`src/rtl/hilo_write_unit_pkg.sv`:
```
// Shared encodings for the HI/LO write unit: operation codes, FSM states,
// bus width and write-enable constants.
package hilo_write_unit_pkg;

    localparam int DATA_BUS = 32;

    localparam logic [2:0] HILO_OP_NOP   = 3'd0;
    localparam logic [2:0] HILO_OP_MULT  = 3'd1;
    localparam logic [2:0] HILO_OP_MULTU = 3'd2;
    localparam logic [2:0] HILO_OP_DIV   = 3'd3;
    localparam logic [2:0] HILO_OP_DIVU  = 3'd4;
    localparam logic [2:0] HILO_OP_MTHI  = 3'd5;
    localparam logic [2:0] HILO_OP_MTLO  = 3'd6;

    localparam logic [1:0] ST_IDLE = 2'd0;
    localparam logic [1:0] ST_RUN  = 2'd1;
    localparam logic [1:0] ST_DONE = 2'd2;

    localparam logic WRITE_ENABLE  = 1'b1;
    localparam logic WRITE_DISABLE = 1'b0;

    localparam logic [DATA_BUS-1:0] WORD_ZERO = '0;
    localparam logic [DATA_BUS-1:0] WORD_ONES = '1;
    localparam logic [DATA_BUS-1:0] WORD_MIN  = {1'b1, {(DATA_BUS-1){1'b0}}};

endpackage

```
`src/rtl/hilo_write_unit_if.sv`:
```
// EX-stage bundle between the pipeline (master) and the HI/LO write unit (slave).
interface hilo_write_unit_if;
    import hilo_write_unit_pkg::*;

    logic                flush;
    logic                op_valid;
    logic [2:0]          op;
    logic [DATA_BUS-1:0] operand_a;
    logic [DATA_BUS-1:0] operand_b;
    logic [DATA_BUS-1:0] hi_val_in;
    logic [DATA_BUS-1:0] lo_val_in;
    logic                stall_request;
    logic                write_hilo_en;
    logic [DATA_BUS-1:0] write_hi_data;
    logic [DATA_BUS-1:0] write_lo_data;

    modport master (
        output flush, op_valid, op, operand_a, operand_b, hi_val_in, lo_val_in,
        input  stall_request, write_hilo_en, write_hi_data, write_lo_data
    );

    modport slave (
        input  flush, op_valid, op, operand_a, operand_b, hi_val_in, lo_val_in,
        output stall_request, write_hilo_en, write_hi_data, write_lo_data
    );

endinterface

```
`src/rtl/hilo_div_iter.sv`:
```
// Unsigned 32-step restoring divider; one quotient bit per cycle after start.
// done is high during the cycle that performs the final step.
module hilo_div_iter
    import hilo_write_unit_pkg::*;
(
    input  logic                clk,
    input  logic                cancel,
    input  logic                start,
    input  logic [DATA_BUS-1:0] dividend,
    input  logic [DATA_BUS-1:0] divisor,
    output logic                done,
    output logic [DATA_BUS-1:0] quotient,
    output logic [DATA_BUS-1:0] remainder
);

    logic                busy;
    logic [4:0]          cnt;
    logic [DATA_BUS-1:0] rem;
    logic [DATA_BUS-1:0] quo;
    logic [DATA_BUS-1:0] dvs;
    logic [DATA_BUS:0]   rem_shift;
    logic [DATA_BUS:0]   diff;

    // Shift in the next dividend bit and try subtracting the divisor
    assign rem_shift = {rem, quo[DATA_BUS-1]};
    assign diff      = rem_shift - {1'b0, dvs};

    always_ff @(posedge clk) begin
        if (cancel) begin
            busy <= 1'b0;
            cnt  <= '0;
            rem  <= '0;
            quo  <= '0;
            dvs  <= '0;
        end else if (start) begin
            busy <= 1'b1;
            cnt  <= '0;
            rem  <= '0;
            quo  <= dividend;
            dvs  <= divisor;
        end else if (busy) begin
            if (!diff[DATA_BUS]) begin
                rem <= diff[DATA_BUS-1:0];
                quo <= {quo[DATA_BUS-2:0], 1'b1};
            end else begin
                rem <= rem_shift[DATA_BUS-1:0];
                quo <= {quo[DATA_BUS-2:0], 1'b0};
            end
            cnt <= cnt + 5'd1;
            if (cnt == 5'd31) begin
                busy <= 1'b0;
            end
        end
    end

    assign done      = busy && (cnt == 5'd31);
    assign quotient  = quo;
    assign remainder = rem;

endmodule

```
`src/rtl/hilo_write_unit.sv`:
```
// EX-stage HI/LO producer: combinational multiply and MTHI/MTLO, iterative
// divide with pipeline stall, and the single write port toward MEM/WB.
module hilo_write_unit
    import hilo_write_unit_pkg::*;
(
    input  logic             clk,
    input  logic             rst,
    hilo_write_unit_if.slave bus
);

    function automatic logic [DATA_BUS-1:0] apply_sign(input logic neg,
                                                       input logic [DATA_BUS-1:0] v);
        return neg ? (~v + 32'd1) : v;
    endfunction

    logic [1:0]          state;
    logic [1:0]          state_next;
    logic                neg_q;
    logic                neg_r;
    logic                special;
    logic [DATA_BUS-1:0] sp_hi;
    logic [DATA_BUS-1:0] sp_lo;

    logic                accept;
    logic                is_div;
    logic                div_accept;
    logic                div_signed;
    logic                a_neg;
    logic                b_neg;
    logic                div_by_zero;
    logic                div_ovf;
    logic                special_now;
    logic                div_start;
    logic                div_done;
    logic [DATA_BUS-1:0] mag_a;
    logic [DATA_BUS-1:0] mag_b;
    logic [DATA_BUS-1:0] div_quo;
    logic [DATA_BUS-1:0] div_rem;

    logic signed [2*DATA_BUS-1:0] mul_a;
    logic signed [2*DATA_BUS-1:0] mul_b;
    logic signed [2*DATA_BUS-1:0] product;

    assign accept     = bus.op_valid && !bus.flush && (state == ST_IDLE);
    assign is_div     = (bus.op == HILO_OP_DIV) || (bus.op == HILO_OP_DIVU);
    assign div_accept = accept && is_div;
    assign div_signed = (bus.op == HILO_OP_DIV);

    assign a_neg = div_signed && bus.operand_a[DATA_BUS-1];
    assign b_neg = div_signed && bus.operand_b[DATA_BUS-1];
    assign mag_a = apply_sign(a_neg, bus.operand_a);
    assign mag_b = apply_sign(b_neg, bus.operand_b);

    // Results the restoring loop cannot produce are resolved up front
    assign div_by_zero = (bus.operand_b == WORD_ZERO);
    assign div_ovf     = div_signed && (bus.operand_a == WORD_MIN) && (bus.operand_b == WORD_ONES);
    assign special_now = div_by_zero || div_ovf;
    assign div_start   = div_accept && !special_now;

    // Extending to 64 bits first lets one multiplier serve MULT and MULTU
    always_comb begin
        if (bus.op == HILO_OP_MULT) begin
            mul_a = {{DATA_BUS{bus.operand_a[DATA_BUS-1]}}, bus.operand_a};
            mul_b = {{DATA_BUS{bus.operand_b[DATA_BUS-1]}}, bus.operand_b};
        end else begin
            mul_a = {WORD_ZERO, bus.operand_a};
            mul_b = {WORD_ZERO, bus.operand_b};
        end
    end

    assign product = mul_a * mul_b;

    hilo_div_iter u_div (
        .clk       (clk),
        .cancel    (rst || bus.flush),
        .start     (div_start),
        .dividend  (mag_a),
        .divisor   (mag_b),
        .done      (div_done),
        .quotient  (div_quo),
        .remainder (div_rem)
    );

    always_comb begin
        state_next        = state;
        bus.stall_request = 1'b0;
        bus.write_hilo_en = WRITE_DISABLE;
        bus.write_hi_data = WORD_ZERO;
        bus.write_lo_data = WORD_ZERO;
        case (state)
            ST_IDLE: begin
                if (accept) begin
                    case (bus.op)
                        HILO_OP_MULT, HILO_OP_MULTU: begin
                            bus.write_hilo_en = WRITE_ENABLE;
                            bus.write_hi_data = product[2*DATA_BUS-1:DATA_BUS];
                            bus.write_lo_data = product[DATA_BUS-1:0];
                        end
                        HILO_OP_MTHI: begin
                            bus.write_hilo_en = WRITE_ENABLE;
                            bus.write_hi_data = bus.operand_a;
                            bus.write_lo_data = bus.lo_val_in;
                        end
                        HILO_OP_MTLO: begin
                            bus.write_hilo_en = WRITE_ENABLE;
                            bus.write_hi_data = bus.hi_val_in;
                            bus.write_lo_data = bus.operand_a;
                        end
                        HILO_OP_DIV, HILO_OP_DIVU: begin
                            bus.stall_request = 1'b1;
                            state_next        = special_now ? ST_DONE : ST_RUN;
                        end
                        default: ;
                    endcase
                end
            end
            ST_RUN: begin
                bus.stall_request = 1'b1;
                if (div_done) begin
                    state_next = ST_DONE;
                end
            end
            ST_DONE: begin
                bus.write_hilo_en = WRITE_ENABLE;
                bus.write_hi_data = special ? sp_hi : apply_sign(neg_r, div_rem);
                bus.write_lo_data = special ? sp_lo : apply_sign(neg_q, div_quo);
                state_next        = ST_IDLE;
            end
            default: state_next = ST_IDLE;
        endcase
        if (bus.flush) begin
            state_next        = ST_IDLE;
            bus.stall_request = 1'b0;
            bus.write_hilo_en = WRITE_DISABLE;
            bus.write_hi_data = WORD_ZERO;
            bus.write_lo_data = WORD_ZERO;
        end
    end

    always_ff @(posedge clk) begin
        if (rst) begin
            state   <= ST_IDLE;
            neg_q   <= 1'b0;
            neg_r   <= 1'b0;
            special <= 1'b0;
            sp_hi   <= '0;
            sp_lo   <= '0;
        end else begin
            state <= state_next;
            if (div_accept) begin
                neg_q   <= a_neg ^ b_neg;
                neg_r   <= a_neg;
                special <= special_now;
                sp_hi   <= div_by_zero ? bus.operand_a : WORD_ZERO;
                sp_lo   <= div_by_zero ? WORD_ONES : WORD_MIN;
            end
        end
    end

endmodule
```
`src/flat_wrapper.sv`:
```
// flat-port wrapper written by rule: the top's interface ports become plain ports
module hilo_write_unit_flat import hilo_write_unit_pkg::*;
  (clk, rst, bus_flush, bus_op_valid, bus_op, bus_operand_a, bus_operand_b, bus_hi_val_in, bus_lo_val_in, bus_stall_request, bus_write_hilo_en, bus_write_hi_data, bus_write_lo_data);
  hilo_write_unit_if bus_i ();
  input  logic clk;
  input  logic rst;
  input wire logic [$bits(bus_i.flush)-1:0] bus_flush;
  input wire logic [$bits(bus_i.op_valid)-1:0] bus_op_valid;
  input wire logic [$bits(bus_i.op)-1:0] bus_op;
  input wire logic [$bits(bus_i.operand_a)-1:0] bus_operand_a;
  input wire logic [$bits(bus_i.operand_b)-1:0] bus_operand_b;
  input wire logic [$bits(bus_i.hi_val_in)-1:0] bus_hi_val_in;
  input wire logic [$bits(bus_i.lo_val_in)-1:0] bus_lo_val_in;
  output wire logic [$bits(bus_i.stall_request)-1:0] bus_stall_request;
  output wire logic [$bits(bus_i.write_hilo_en)-1:0] bus_write_hilo_en;
  output wire logic [$bits(bus_i.write_hi_data)-1:0] bus_write_hi_data;
  output wire logic [$bits(bus_i.write_lo_data)-1:0] bus_write_lo_data;
  assign bus_i.flush = bus_flush;
  assign bus_i.op_valid = bus_op_valid;
  assign bus_i.op = bus_op;
  assign bus_i.operand_a = bus_operand_a;
  assign bus_i.operand_b = bus_operand_b;
  assign bus_i.hi_val_in = bus_hi_val_in;
  assign bus_i.lo_val_in = bus_lo_val_in;
  assign bus_stall_request = bus_i.stall_request;
  assign bus_write_hilo_en = bus_i.write_hilo_en;
  assign bus_write_hi_data = bus_i.write_hi_data;
  assign bus_write_lo_data = bus_i.write_lo_data;
  hilo_write_unit u_core (.clk(clk), .rst(rst), .bus(bus_i));
endmodule
```
`config.mk`:
```
export PLATFORM = sky130hd
export DESIGN_NAME = hilo_write_unit_flat
export DESIGN_NICKNAME = d
export VERILOG_FILES = /design/src/rtl/hilo_write_unit_pkg.sv /design/src/rtl/hilo_write_unit_if.sv /design/src/rtl/hilo_div_iter.sv /design/src/rtl/hilo_write_unit.sv /design/src/flat_wrapper.sv
export SDC_FILE = /design/constraint.sdc
export NUM_CORES = 2
export LEC_CHECK = 0
export ABC_AREA = 0
export CORE_AREA = 2 2 351 353
export CTS_BUF_LIST = sky130_fd_sc_hd__clkbuf_4
export DETAILED_ROUTE_END_ITERATION = 10
export DIE_AREA = 0 0 353 355
export PLACE_DENSITY = 0.71
export SYNTH_ARGS = -nofsm -noshare
export SYNTH_HDL_FRONTEND = slang
export SYNTH_SLANG_ARGS = --single-unit
```
`constraint.sdc`:
```
create_clock -name clk -period 47.7 [get_ports clk]
set_input_delay 9.54 -clock clk [delete_from_list [all_inputs] [get_ports clk]]
set_output_delay 9.54 -clock clk [all_outputs]
set_load 0.01 [all_outputs]
```
==> images/layer_met1.png <==
Bar = 100 microns.
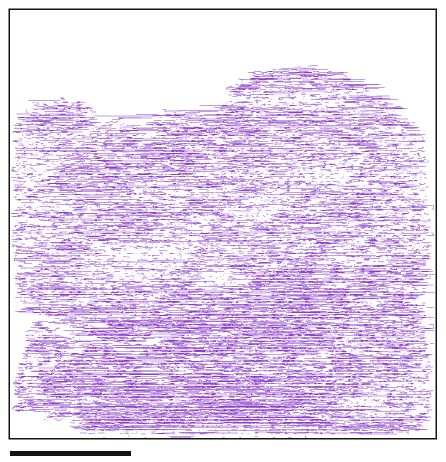
The wires run mostly horizontal. The longest straight run is 109 microns. The layer holds 37% of the routed length.

==> images/layer_met2.png <==
Bar = 100 microns.
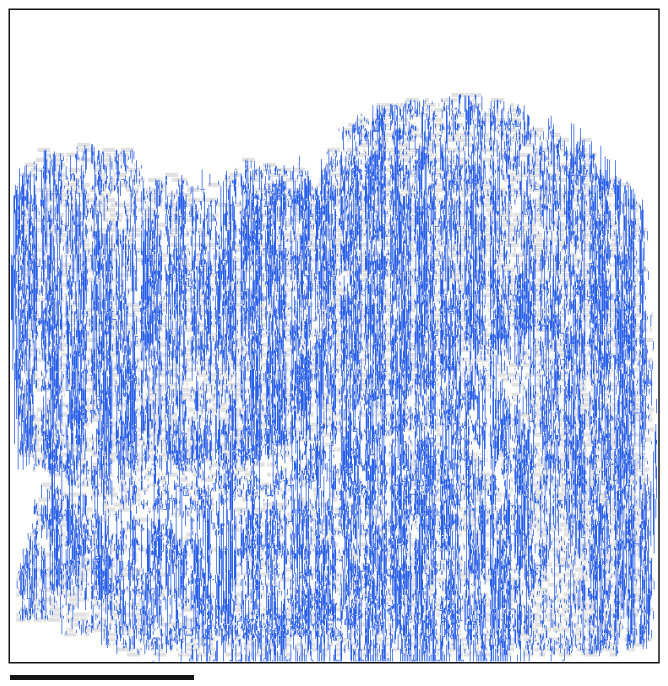
The layer carries 92.8 mm of wire. 7,476 nets have wire on it.

==> flow_metrics.env <==
# implementation run metrics
export IMPL_synthArstFlopShare_pct=0
export IMPL_cts_sinks=141
export IMPL_busiest_layer="met2"
export IMPL_core_sq_mm=0.1214
export IMPL_wl_met1_microns=73300
export IMPL_wl_met3_microns=19160
export IMPL_fin_util_pct=52.41
export IMPL_die_w_microns=353
export IMPL_path_clk_slew_ns=0.14
export IMPL_worst_path_buf_inv=8
export IMPL_antenna_found_initial=12
export IMPL_final_common_cell="inv_1"
export IMPL_comb_share_pct=78.67
export IMPL_track_usage_pct=32.12
export IMPL_place_inst=8368
export IMPL_max_cap_viol_count=0
export IMPL_worstMarginPinSlew_ns=1.268
export IMPL_largestClassByArea="combinational gates"
export IMPL_syn_inst=6857
export IMPL_synthAoiAreaFrac_pct=8.017
export IMPL_worstPathArrival_ns=21.84
export IMPL_holdBufCountCts=0
export IMPL_cp_start_kind="input port"
export IMPL_worst_path_largest_cell_delay_ns=1.05
export IMPL_mux_share_pct=1.018
export IMPL_rsz0062_at_grt="false"
export IMPL_status="completed"
export IMPL_grt_max_degree=74
export IMPL_ctsHtreeMaxLevel=4
export IMPL_vias_per_cell=5.722
export IMPL_ff_count=141
export IMPL_syn_num_nets=8801
export IMPL_critPathKind="input port to primary output"
export IMPL_fillers=11420
